Fig. 1: wiring by layer
(4 px per µm) Two of the layers only.
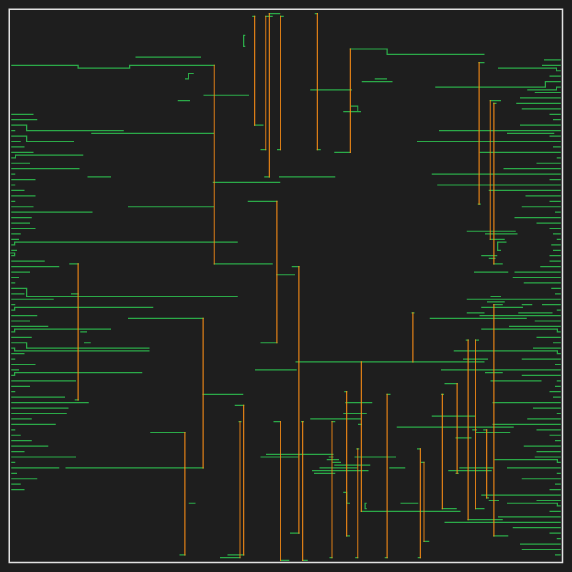
Fig. 2: close-up of the layout
Window x 93 to 113, y 93 to 113 µm. Cells in grey, sequential cells in the stronger grey; small squares are vias.
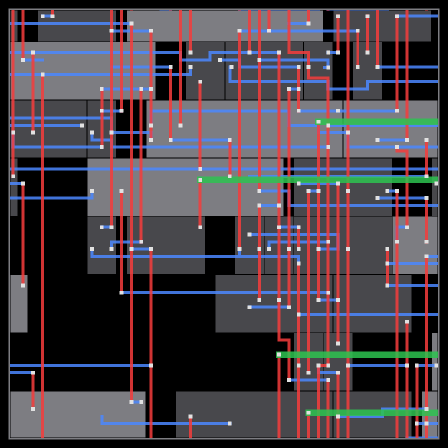
[config.mk]
export PLATFORM = sky130hd
export DESIGN_NAME = mem_access_stage
export DESIGN_NICKNAME = d
export VERILOG_FILES = /design/src/rtl/mem_access_stage.sv
export SDC_FILE = /design/constraint.sdc
export NUM_CORES = 1
export LEC_CHECK = 0
export ABC_CLOCK_PERIOD_IN_PS = 4590
export CAP_MARGIN = 5
export CORE_UTILIZATION = 50
export DETAILED_ROUTE_END_ITERATION = 7
export PLACE_DENSITY = 0.95
export SYNTH_ARGS = -nofsm -noshare
export SYNTH_HDL_FRONTEND = slang
export SYNTH_SLANG_ARGS = --single-unit
[constraint.sdc]
create_clock -name clk -period 4.59 [get_ports clk]
set_clock_uncertainty 0.1 [all_clocks]
set_input_delay 0.459 -clock clk [delete_from_list [all_inputs] [get_ports clk]]
set_output_delay 0.459 -clock clk [all_outputs]
set_load 0.01 [all_outputs]
[src/rtl/mem_access_stage.sv]
// mem_access_stage
// ----------------
// Memory stage of the pipeline. Consumes the EXE/MEM register contents,
// runs load/store transactions on the data-memory req/ack handshake and
// produces the registered MEM/WB write-back bundle.
//
// Ports
//   clk, rst_n          clock (rising edge) / asynchronous active-low reset
//   i_ctrl[15:0]        control word: [0] mem_read, [1] mem_write,
//                       [2] reg_write, [3] mem_to_reg, [15:4] pass-through
//   i_srcReg[31:0]      store data
//   i_srcRegDir[3:0]    destination register index
//   i_alu[31:0]         ALU result / memory address
//   i_Robj[31:0]        auxiliary operand, forwarded to WB unchanged
//   o_stall             to EXE/MEM load enable; 1 = hold register contents
//   dmem_req/we/addr/wdata, dmem_rdata/ack   data-memory interface
//   o_wb_en/dir/data/ctrl/aux                registered write-back bundle
//   o_err               sticky access-timeout flag
//
// Build option
//   MEM_TIMEOUT_EN  when defined, an access that sees no dmem_ack within
//                   TIMEOUT cycles is abandoned and o_err is set. When
//                   undefined, ACCESS waits indefinitely and o_err is 0.

module mem_access_stage #(
  parameter int ADDR_W  = 32,
  parameter int TIMEOUT = 64
) (
  input  logic              clk,
  input  logic              rst_n,
  input  logic [15:0]       i_ctrl,
  input  logic [31:0]       i_srcReg,
  input  logic [3:0]        i_srcRegDir,
  input  logic [31:0]       i_alu,
  input  logic [31:0]       i_Robj,
  output logic              o_stall,
  output logic              dmem_req,
  output logic              dmem_we,
  output logic [ADDR_W-1:0] dmem_addr,
  output logic [31:0]       dmem_wdata,
  input  logic [31:0]       dmem_rdata,
  input  logic              dmem_ack,
  output logic              o_wb_en,
  output logic [3:0]        o_wb_dir,
  output logic [31:0]       o_wb_data,
  output logic [15:0]       o_wb_ctrl,
  output logic [31:0]       o_wb_aux,
  output logic              o_err
);

  typedef enum logic [1:0] {
    IDLE   = 2'd0,
    ACCESS = 2'd1,
    RESP   = 2'd2
  } state_t;

  state_t              state_q, state_d;
  logic                stall_q, stall_d;
  logic                req_q, req_d;
  logic                we_q, we_d;
  logic [ADDR_W-1:0]   addr_q, addr_d;
  logic [31:0]         wdata_q, wdata_d;

  // Transaction context captured when the request is issued; the EXE/MEM
  // register may already hold a different instruction by then.
  logic [31:0]         alu_q, alu_d;
  logic [15:0]         ctrl_q, ctrl_d;
  logic [3:0]          dir_q, dir_d;
  logic [31:0]         aux_q, aux_d;

  logic                wb_en_q, wb_en_d;
  logic [3:0]          wb_dir_q, wb_dir_d;
  logic [31:0]         wb_data_q, wb_data_d;
  logic [15:0]         wb_ctrl_q, wb_ctrl_d;
  logic [31:0]         wb_aux_q, wb_aux_d;

  logic                is_mem_op;

`ifdef MEM_TIMEOUT_EN
  localparam int CNT_W = $clog2(TIMEOUT + 1);
  logic [CNT_W-1:0]    cnt_q, cnt_d;
  logic                err_q, err_d;
  logic                timeout_hit;

  assign timeout_hit = (cnt_q == CNT_W'(TIMEOUT - 1));
`endif

  assign is_mem_op = i_ctrl[0] | i_ctrl[1];

  always_comb begin
    state_d   = state_q;
    stall_d   = stall_q;
    req_d     = req_q;
    we_d      = we_q;
    addr_d    = addr_q;
    wdata_d   = wdata_q;
    alu_d     = alu_q;
    ctrl_d    = ctrl_q;
    dir_d     = dir_q;
    aux_d     = aux_q;
    wb_en_d   = 1'b0;
    wb_dir_d  = wb_dir_q;
    wb_data_d = wb_data_q;
    wb_ctrl_d = wb_ctrl_q;
    wb_aux_d  = wb_aux_q;
`ifdef MEM_TIMEOUT_EN
    cnt_d     = cnt_q;
    err_d     = err_q;
`endif

    case (state_q)
      IDLE: begin
        if (is_mem_op) begin
          addr_d  = i_alu[ADDR_W-1:0];
          wdata_d = i_srcReg;
          alu_d   = i_alu;
          ctrl_d  = i_ctrl;
          dir_d   = i_srcRegDir;
          aux_d   = i_Robj;
          req_d   = 1'b1;
          // Read wins when both read and write are flagged.
          we_d    = i_ctrl[1] & ~i_ctrl[0];
          stall_d = 1'b1;
          state_d = ACCESS;
`ifdef MEM_TIMEOUT_EN
          cnt_d   = '0;
`endif
        end else begin
          wb_en_d   = i_ctrl[2];
          wb_data_d = i_alu;
          wb_dir_d  = i_srcRegDir;
          wb_ctrl_d = i_ctrl;
          wb_aux_d  = i_Robj;
        end
      end

      ACCESS: begin
        if (dmem_ack) begin
          req_d     = 1'b0;
          stall_d   = 1'b0;
          state_d   = RESP;
          wb_en_d   = ctrl_q[2];
          // Only a load with mem_to_reg returns memory data.
          wb_data_d = (ctrl_q[0] & ctrl_q[3]) ? dmem_rdata : alu_q;
          wb_dir_d  = dir_q;
          wb_ctrl_d = ctrl_q;
          wb_aux_d  = aux_q;
        end
`ifdef MEM_TIMEOUT_EN
        else if (timeout_hit) begin
          // Abandon the access: the pipeline resumes without a write-back.
          req_d     = 1'b0;
          stall_d   = 1'b0;
          err_d     = 1'b1;
          state_d   = RESP;
          wb_data_d = alu_q;
          wb_dir_d  = dir_q;
          wb_ctrl_d = ctrl_q;
          wb_aux_d  = aux_q;
        end else begin
          cnt_d = cnt_q + 1'b1;
        end
`endif
      end

      RESP: begin
        // EXE/MEM reloads on this edge; the new op is evaluated from IDLE.
        state_d = IDLE;
      end

      default: begin
        state_d = IDLE;
        req_d   = 1'b0;
        stall_d = 1'b0;
      end
    endcase
  end

  always_ff @(posedge clk or negedge rst_n) begin
    if (!rst_n) begin
      state_q   <= IDLE;
      stall_q   <= 1'b0;
      req_q     <= 1'b0;
      we_q      <= 1'b0;
      addr_q    <= '0;
      wdata_q   <= '0;
      alu_q     <= '0;
      ctrl_q    <= '0;
      dir_q     <= '0;
      aux_q     <= '0;
      wb_en_q   <= 1'b0;
      wb_dir_q  <= '0;
      wb_data_q <= '0;
      wb_ctrl_q <= '0;
      wb_aux_q  <= '0;
`ifdef MEM_TIMEOUT_EN
      cnt_q     <= '0;
      err_q     <= 1'b0;
`endif
    end else begin
      state_q   <= state_d;
      stall_q   <= stall_d;
      req_q     <= req_d;
      we_q      <= we_d;
      addr_q    <= addr_d;
      wdata_q   <= wdata_d;
      alu_q     <= alu_d;
      ctrl_q    <= ctrl_d;
      dir_q     <= dir_d;
      aux_q     <= aux_d;
      wb_en_q   <= wb_en_d;
      wb_dir_q  <= wb_dir_d;
      wb_data_q <= wb_data_d;
      wb_ctrl_q <= wb_ctrl_d;
      wb_aux_q  <= wb_aux_d;
`ifdef MEM_TIMEOUT_EN
      cnt_q     <= cnt_d;
      err_q     <= err_d;
`endif
    end
  end

  assign o_stall    = stall_q;
  assign dmem_req   = req_q;
  assign dmem_we    = we_q;
  assign dmem_addr  = addr_q;
  assign dmem_wdata = wdata_q;
  assign o_wb_en    = wb_en_q;
  assign o_wb_dir   = wb_dir_q;
  assign o_wb_data  = wb_data_q;
  assign o_wb_ctrl  = wb_ctrl_q;
  assign o_wb_aux   = wb_aux_q;

`ifdef MEM_TIMEOUT_EN
  assign o_err = err_q;
`else
  assign o_err = 1'b0;
`endif

endmodule

==> job_summary.md <==
## Synthesis and layout report

| Metric | Value |
|---|---|
| Setup TNS | `0 ns` |
| Post-DP HPWL | `17.3 mm` |
| Vias in the first global route | `7487` |
| Static leakage | `5.37 nW` |
| I/O pin count | `304` |
| Crit path DRT | `4.82 ns` |
| Fill count | `1202` |
| # Cells Yosys | `742` |
| Ys flop type | `dfrtp_1` |
| Starting Density | `0.513` |
| Reg2reg setup slack | `2.12 ns` |
| OpenROAD warning count | `30` |
| Status | `finished, final reports clean` |
| PD cells | `766 mW/mm²` |
| PnR Total Power | `10.0 mW` |
| Final Cell Area | `0.0131 mm²` |
| Clk sinks | `205` |
| Vias per cell | `5.81` |
| All-Layer GR Usage | `0.271` |
| Root Buffer | `clkbuf_16` |
| Crit. End Element | `flop` |
| Syn_area_per_cell | `12.5 µm²` |
| Core Footprint | `0.0180 mm²` |
| Layout cell share with drive strength beyond 1 | `0.205` |
| Synth warn | `0` |
Back to the opening pictures, Fig. 1:
Key: green = M3 [wire length 2340 µm]; orange = M4 [wire length 1150 µm]

Back to the opening pictures, Fig. 2:
Key: green = M3; blue = M1; red = M2
Netlist names of flops here include ctrl_q (2), dir_q (2). Sequential cells in the window: 5. 25 logic cells have their middle in the window. Most frequent: nand2_1 (8), dfrtp_1 (5), clkdlybuf4s50_1 (5).

## critical path, stage by stage
cell             delay (ns)
clkdlybuf4s50_1        0.57
nor4_2                 0.38
buf_4                  0.35
or2_4                  0.75
a31oi_2                0.17
## report_power, final
group	internal, mW	switching [mW]	total [mW]	leakage, nW
combinational	2.55	2.15	4.70	2.61
clock	1.15	0.709	1.86	0.376
sequential	2.74	0.697	3.43	2.39
total	6.44	3.56	10.0	5.37
## flip-flops by register name (all words and copies together) (netlist names)
signal / cells
state_q: 2
o_wb_ctrl: 16
ctrl_q: 16
o_wb_aux: 32
alu_q: 32
dir_q: 4
o_wb_dir: 4
o_wb_en: 1
o_wb_data: 32
aux_q: 32
dmem_req: 1
dmem_wdata: 32
dmem_we: 1
## layout make-up
cell class                 instances  area, µm²  area share
clock buffer                      30        652      0.0499
clock inverter                     6        105     0.00805
inverter                           2       7.51    0.000575
multi-input combinational        466       3760       0.288
sequential                       205       5130       0.393
tap                              229        287      0.0219
timing repair buffer             313       3120       0.239
## stage by stage
step            util  std cells
6_report       0.725       1251
4_1_cts        0.725       1251
2_1_floorplan      -        742
3_5_place_dp   0.682       1214
5_1_grt        0.725       1251
3_3_place_gp   0.682       1214
## placed cells by master, fill, tap and decap left out, types with 2 or more instances in the layout
| cell | synthesis | layout |
|---|---|---|
| clkbuf_1 | 24 | 2 |
| clkbuf_8 | 0 | 6 |
| o22ai_1 | 32 | 32 |
| inv_1 | 2 | 2 |
| buf_4 | 4 | 9 |
| nor3_1 | 49 | 49 |
| clkinv_2 | 0 | 3 |
| nand2_1 | 103 | 103 |
| mux2_4 | 30 | 30 |
| clkdlybuf4s50_1 | 0 | 301 |
| mux2_2 | 76 | 76 |
| a22o_1 | 2 | 2 |
| nand4b_1 | 2 | 2 |
| a211oi_1 | 32 | 32 |
| bufinv_16 | 0 | 3 |
| o2bb2ai_1 | 32 | 32 |
| dfrtp_1 | 205 | 205 |
| a21oi_1 | 3 | 3 |
| and3_1 | 32 | 32 |
| mux2_1 | 8 | 8 |
| a31oi_2 | 49 | 49 |
| clkbuf_16 | 0 | 23 |
| o21ai_0 | 3 | 3 |
## worst max-delay path by stage
stage,depth (start not counted),to,slack [ns],from
floorplan,6,alu_q[0],3.01,state_q[0]
global placement,5,o_wb_ctrl[10],1.59,i_ctrl[1]
detailed placement,5,o_wb_aux[13],1.50,i_ctrl[1]
CTS,5,o_wb_aux[13],2.03,i_ctrl[1]
global route,5,o_wb_ctrl[0],1.93,i_ctrl[1]
finish,5,o_wb_ctrl[13],2.08,i_ctrl[1]
## kinds of logic (layout without fill, tap and decap cells)
family | Yosys count | in the layout | share of synthesized area
compound gates | 156 | 156 | 0.152
simple gates | 195 | 195 | 0.0989
flops | 205 | 205 | 0.555
mux | 114 | 114 | 0.151
other cells | 1 | 1 | 0.000406
buf+inv | 71 | 351 | 0.0421
## timing repair
action,in CTS,in global routing
hold endpoints to repair,5,0
setup endpoints to repair,0,0
hold buffers,1,0
## metal layers
metal,wire [µm],vias up,share of wire
li1,-,3257,-
met2,13000,361,0.49
met3,2340,70,0.089
met5,0,-,0
met1,9870,3577,0.37
met4,1150,0,0.043
Power is estimated from default activity; no workload was simulated.
